`src/rtl/driver_sout_readback.sv`:
```
// SOUT readback checker: scans each driver through the SOUT mux, deserializes its 48-bit word and compares it with expected_conf.
// Optional input synchronizers are enabled by defining DRIVER_READBACK_SYNC_EN.
module driver_sout_readback #(
  parameter int N_DRIVERS = 30,
  parameter int CONF_W    = 48,
  parameter int SETTLE    = 2
) (
  input  logic                 clk,
  input  logic                 rst,
  input  logic                 start,
  input  logic                 shift_start,
  input  logic                 driver_sclk,
  input  logic                 driver_lat,
  input  logic                 driver_sout,
  input  logic [CONF_W-1:0]    expected_conf,
  output logic [4:0]           sout_mux,
  output logic                 busy,
  output logic                 done,
  output logic [N_DRIVERS-1:0] error_mask,
  output logic                 short_frame,
  output logic [CONF_W-1:0]    captured_conf,
  output logic                 captured_valid
);

  localparam int CW = $clog2(CONF_W + 1);
  localparam int SW = $clog2(SETTLE + 1);
  localparam logic [4:0]    LAST_DRV = 5'(N_DRIVERS - 1);
  localparam logic [CW-1:0] LAST_BIT = CW'(CONF_W - 1);
  localparam logic [SW-1:0] LAST_SET = SW'(SETTLE - 1);

  typedef enum logic [2:0] {
    S_IDLE, S_SETTLE, S_WAIT_SHIFT, S_CAPTURE, S_CHECK
  } state_t;

  logic sclk_in, sout_in, shift_in, lat_in;

`ifdef DRIVER_READBACK_SYNC_EN
  // sclk/sout are synchronized; shift_start/lat take an equal 2-cycle delay to stay aligned.
  logic [1:0] sclk_s, sout_s, shift_s, lat_s;

  always_ff @(posedge clk or posedge rst) begin
    if (rst) begin
      sclk_s  <= '0;
      sout_s  <= '0;
      shift_s <= '0;
      lat_s   <= '0;
    end else begin
      sclk_s  <= {sclk_s[0], driver_sclk};
      sout_s  <= {sout_s[0], driver_sout};
      shift_s <= {shift_s[0], shift_start};
      lat_s   <= {lat_s[0], driver_lat};
    end
  end

  assign sclk_in  = sclk_s[1];
  assign sout_in  = sout_s[1];
  assign shift_in = shift_s[1];
  assign lat_in   = lat_s[1];
`else
  assign sclk_in  = driver_sclk;
  assign sout_in  = driver_sout;
  assign shift_in = shift_start;
  assign lat_in   = driver_lat;
`endif

  state_t            state;
  logic              sclk_q, lat_q;
  logic [CW-1:0]     bit_cnt;
  logic [SW-1:0]     settle_cnt;
  logic [CONF_W-1:0] shreg;
  logic              sclk_rise, lat_rise, step;
  logic [CONF_W-1:0] next_word;

  assign sclk_rise = sclk_in & ~sclk_q;
  assign lat_rise  = lat_in & ~lat_q;
  assign next_word = {shreg[CONF_W-2:0], sout_in};
  // Next-driver step: after CHECK, or on a latch that cuts a capture short.
  assign step = (state == S_CHECK) ||
                ((state == S_CAPTURE) && !sclk_rise && lat_rise);

  always_ff @(posedge clk or posedge rst) begin
    if (rst) begin
      state          <= S_IDLE;
      sclk_q         <= 1'b0;
      lat_q          <= 1'b0;
      bit_cnt        <= '0;
      settle_cnt     <= '0;
      shreg          <= '0;
      sout_mux       <= '0;
      busy           <= 1'b0;
      done           <= 1'b0;
      error_mask     <= '0;
      short_frame    <= 1'b0;
      captured_conf  <= '0;
      captured_valid <= 1'b0;
    end else begin
      sclk_q         <= sclk_in;
      lat_q          <= lat_in;
      done           <= 1'b0;
      captured_valid <= 1'b0;
      case (state)
        S_IDLE: begin
          if (start) begin
            error_mask  <= '0;
            short_frame <= 1'b0;
            sout_mux    <= '0;
            busy        <= 1'b1;
            settle_cnt  <= '0;
            state       <= S_SETTLE;
          end
        end
        S_SETTLE: begin
          if (settle_cnt == LAST_SET) state <= S_WAIT_SHIFT;
          else                        settle_cnt <= settle_cnt + 1'b1;
        end
        S_WAIT_SHIFT: begin
          if (shift_in) begin
            bit_cnt <= '0;
            shreg   <= '0;
            state   <= S_CAPTURE;
          end
        end
        S_CAPTURE: begin
          if (sclk_rise) begin
            shreg   <= next_word;
            bit_cnt <= bit_cnt + 1'b1;
            // Result is published on the last edge so it is visible during CHECK.
            if (bit_cnt == LAST_BIT) begin
              captured_conf  <= next_word;
              captured_valid <= 1'b1;
              if (next_word != expected_conf) error_mask[sout_mux] <= 1'b1;
              state <= S_CHECK;
            end
          end else if (lat_rise) begin
            error_mask[sout_mux] <= 1'b1;
            short_frame          <= 1'b1;
          end
        end
        default: ;
      endcase
      if (step) begin
        if (sout_mux == LAST_DRV) begin
          done     <= 1'b1;
          busy     <= 1'b0;
          sout_mux <= '0;
          state    <= S_IDLE;
        end else begin
          sout_mux   <= sout_mux + 1'b1;
          settle_cnt <= '0;
          state      <= S_SETTLE;
        end
      end
    end
  end

endmodule

```
`config.mk`:
```
export PLATFORM = sky130hd
export DESIGN_NAME = driver_sout_readback
export DESIGN_NICKNAME = d
export VERILOG_FILES = /design/src/rtl/driver_sout_readback.sv
export SDC_FILE = /design/constraint.sdc
export NUM_CORES = 1
export LEC_CHECK = 0
export CAP_MARGIN = 20
export CORE_MARGIN = 2
export CORE_UTILIZATION = 50
export DETAILED_ROUTE_END_ITERATION = 7
export PLACE_DENSITY = 0.79
export SYNTH_ARGS = -nofsm -noshare
export SYNTH_HDL_FRONTEND = slang
export SYNTH_SLANG_ARGS = --single-unit
```
`constraint.sdc`:
```
create_clock -name clk -period 10.59 [get_ports clk]
set_input_delay 2.6475 -clock clk [delete_from_list [all_inputs] [get_ports clk]]
set_output_delay 2.6475 -clock clk [all_outputs]
set_load 0.02 [all_outputs]
```
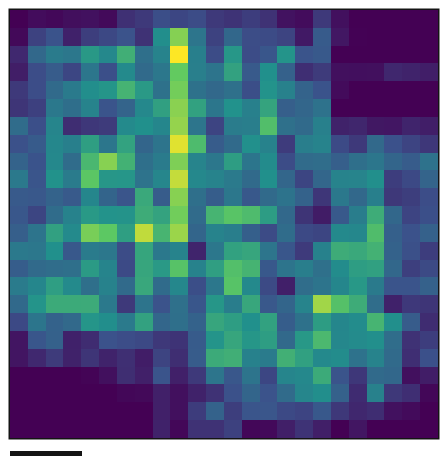
run_1/route_heat.png
Bar = 20 µm. 24 x 24 tiles, from dark purple (low) to yellow (high), scaled to the fullest tile. Values are wire area over tile area, all layers added.
fullest tile: 0.60
mean over tiles: 0.19
tiles over half the peak: 18%
via count: 5171
Detailed Route WL: 16490 µm
drt wl/cell: 17.54 µm
GRT Resource Usage Total: 24.26%

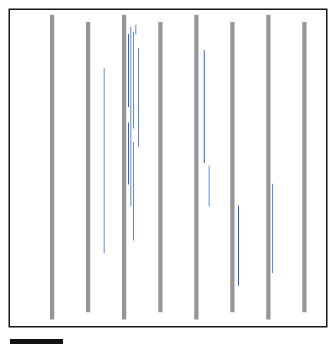
run_1/m4.png
Bar = 20 µm. Supply wires on this layer in grey.
wire length on this layer: 420 µm
main direction: vertical
share of all routed wire: 2.6%
nets with wire on the layer: 9
longest straight run: 69.4 µm

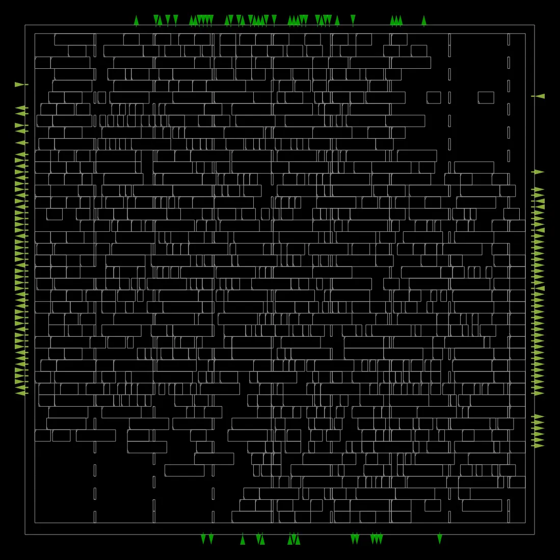
run_1/placed.png
sequential cell area share: 42.26%
flop count: 147
Tap Cells: 176

==> flow_metrics.py, run 1 <==
# Auto-generated metrics
metrics = {
    "run": {
        "warnings": 29,
    },
    "critical_path": {
        "worstPathArrival_ns": 5.76,
        "reg2reg_slack_ns": 7.23,
        "path_max_fanout": 51,
        "crit_buf_inv": 2,
    },
    "cells_and_area": {
        "area_dominant_class": "registers",
        "final-comb-area_um2": 2760,
        "sh_comb_area_pct": 31.71,
        "largestRegisters": "captured_conf (48), shreg (47), error_mask (30)",
    },
    "floorplanning": {
        "fp_util_pct": 50.51,
        "row_count": 42,
        "chipArea_um2": 14150,
    },
    "sta": {
        "fin_tns_setup_ns": 0,
        "fin_crit_ns": 5.465,
    },
    "detailed_routing": {
        "drc": 0,
        "wl_met2_um": 7877,
        "wl_met1_um": 7134,
    },
    "placed_design": {
        "gp_congestion": 0.8657,
        "dp.cells": 909,
    },
    "pwr": {
        "maxPowerGroup": "sequential cells",
        "p_seq_uw": 641,
        "power_mw": 1.515,
    },
    "synth": {
        "ys_seq_elements": 147,
        "netlist.area_leader.share_pct": 55.66,
        "adder_share_pct": 0.9466,
    },
    "run_status": {
        "status": "completed",
    },
    "global_route": {
        "grt_pass1_wl_um": 26750,
        "gr-usage-met3_pct": 6.178,
    },
    "clock_network": {
        "htreeDepth": 4,
    },
}
==> inputs of run 2 (changes only) <==
Clock period 10.59 ns to 5.7 ns, I/O delays scaled along.
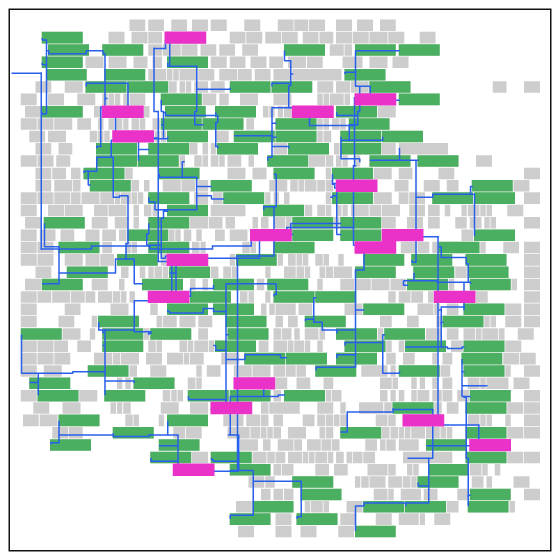
run_2/clock_wires.png
[clock-net drivers] magenta | count: 17
[clock wires] blue | length: 1660 µm
[flip-flops] green | count: 147
routed clock nets: 18
flops lie: spread over the die
clk_skew: 0.005907 ns
clock latency on the worst-skew pair: 0.42 ns

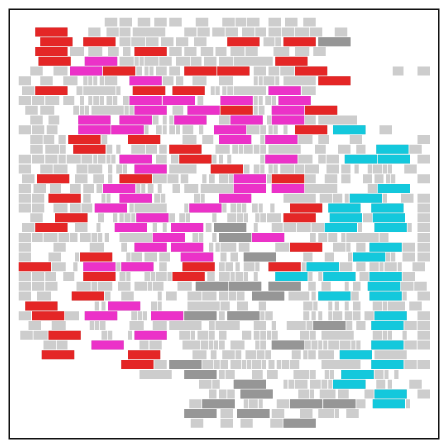
run_2/ff_map.png
| name in the netlist | colour | sequential cells |
|---|---|---|
| shreg | magenta | 47 |
| captured_conf | red | 48 |
| error_mask | cyan | 30 |
not coloured: 22

==> run 2 against run 1 <==
Clock power grew 99%. Utilization up 0.26 points. Sequential cell count is the same. Clock skew fell by 0.00056 ns. Cell area grew 0.39%. Routed wire length decreased by 2.1%. Register-to-register slack got worse by 4.4 ns. Clock-buffer cell count fell by 1. Sequential power grew 86%. Worst hold slack worse by 0.0024 ns. Combinational power grew 86%. Critical endpoint is now captured_conf[12]$_DFFE_PP0P_. Largest cell class unchanged.
==> flow_metrics.py, run 2 <==
# Auto-generated metrics
metrics = {
    "run_status": {
        "status": "completed",
    },
    "cells_and_area": {
        "sh_comb_area_pct": 31.59,
        "largestRegisters": "captured_conf (48), shreg (47), error_mask (30)",
        "seq_area_share_pct": 42.10,
        "final-comb-area_um2": 2760,
        "fin_area_um2": 8738,
    },
    "synth": {
        "adder_share_pct": 0.9466,
        "ys_seq_elements": 147,
        "netlist.area_leader.share_pct": 55.66,
    },
    "global_route": {
        "gr-usage-met3_pct": 6.274,
        "grt_pass1_wl_um": 26780,
        "grtUsageTotal_pct": 24.12,
    },
    "detailed_routing": {
        "routedWlPerCell_um": 17.16,
        "vias": 5187,
        "routed_wl_um": 16140,
        "wl_met2_um": 7601,
        "wl_met1_um": 6889,
        "drc": 0,
    },
    "critical_path": {
        "worstPathArrival_ns": 4.10,
        "path_max_fanout": 51,
        "crit_buf_inv": 2,
    },
    "sta": {
        "fin_crit_ns": 3.797,
    },
    "clock_network": {
        "htreeDepth": 4,
    },
    "placed_design": {
        "dp.cells": 910,
        "gp_congestion": 0.8758,
    },
    "floorplanning": {
        "chipArea_um2": 14150,
        "taps": 176,
    },
    "pwr": {
        "power_mw": 2.886,
    },
}
==> inputs of run 3 (changes only) <==
Settings changed: CORE_UTILIZATION 50 to 46, PLACE_DENSITY 0.79 to 0.76.
Clock period 5.7 ns to 3.31 ns, I/O delays scaled along.
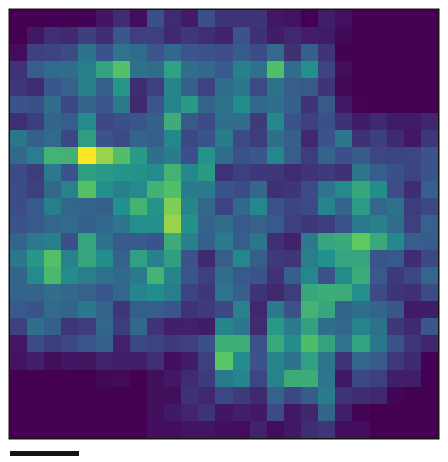
run_3/route_heat.png
Bar = 20 µm. 25 x 25 tiles, from dark purple (low) to yellow (high), scaled to the fullest tile. Values are wire area over tile area, all layers added.
GRT Resource Usage Total: 23.12%
via count: 5223
drt wl/cell: 17.52 µm

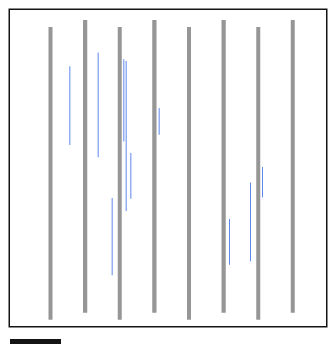
run_3/m4.png
Bar = 20 µm. Supply wires on this layer in grey.
Detailed Route WL: 16640 µm

==> run 3 against run 2 <==
Final cell count increased by 0.96%. Cell area up 1.4%. Non-clock buffer count is 4 higher. Combinational power increased by 72%. Worst hold slack improved by 0.0023 ns. Synthesized cell count unchanged. Clock power up 87%. Utilization fell by 3.2 points. Sequential cell count did not move. Clock-buffer cell count fell by 9. Highest routed layer unchanged.
==> flow_metrics.py, run 3 <==
# Auto-generated metrics
metrics = {
    "synth": {
        "ys_seq_elements": 147,
        "netlist.area_leader.share_pct": 55.66,
    },
    "cells_and_area": {
        "area_dominant_class": "registers",
        "flops": 147,
        "fin_area_um2": 8862,
        "largestRegisters": "captured_conf (48), shreg (47), error_mask (30)",
        "seq_area_share_pct": 41.51,
        "sh_comb_area_pct": 31.15,
    },
    "floorplanning": {
        "fp_util_pct": 47.43,
        "row_count": 43,
        "chipArea_um2": 15340,
        "taps": 180,
    },
    "placed_design": {
        "dp.cells": 918,
        "gp_congestion": 0.8451,
    },
    "detailed_routing": {
        "wl_met1_um": 7075,
        "wl_met2_um": 8079,
    },
    "sta": {
        "fin_tns_setup_ns": 0,
        "fin_crit_ns": 2.610,
    },
    "critical_path": {
        "path_max_fanout": 30,
        "worstPathArrival_ns": 2.90,
    },
    "run_status": {
        "status": "completed",
    },
    "global_route": {
        "grt_pass1_wl_um": 26950,
        "gr-usage-met3_pct": 6.456,
    },
    "clock_network": {
        "htreeDepth": 4,
        "clk_latency_ns": 0.42,
    },
    "pwr": {
        "maxPowerGroup": "the clock network",
        "power_mw": 5.145,
        "p_seq_mw": 2.05,
    },
    "run": {
        "warnings": 31,
    },
}
Power figures rest on the tool's default switching activity, not on a simulated workload.
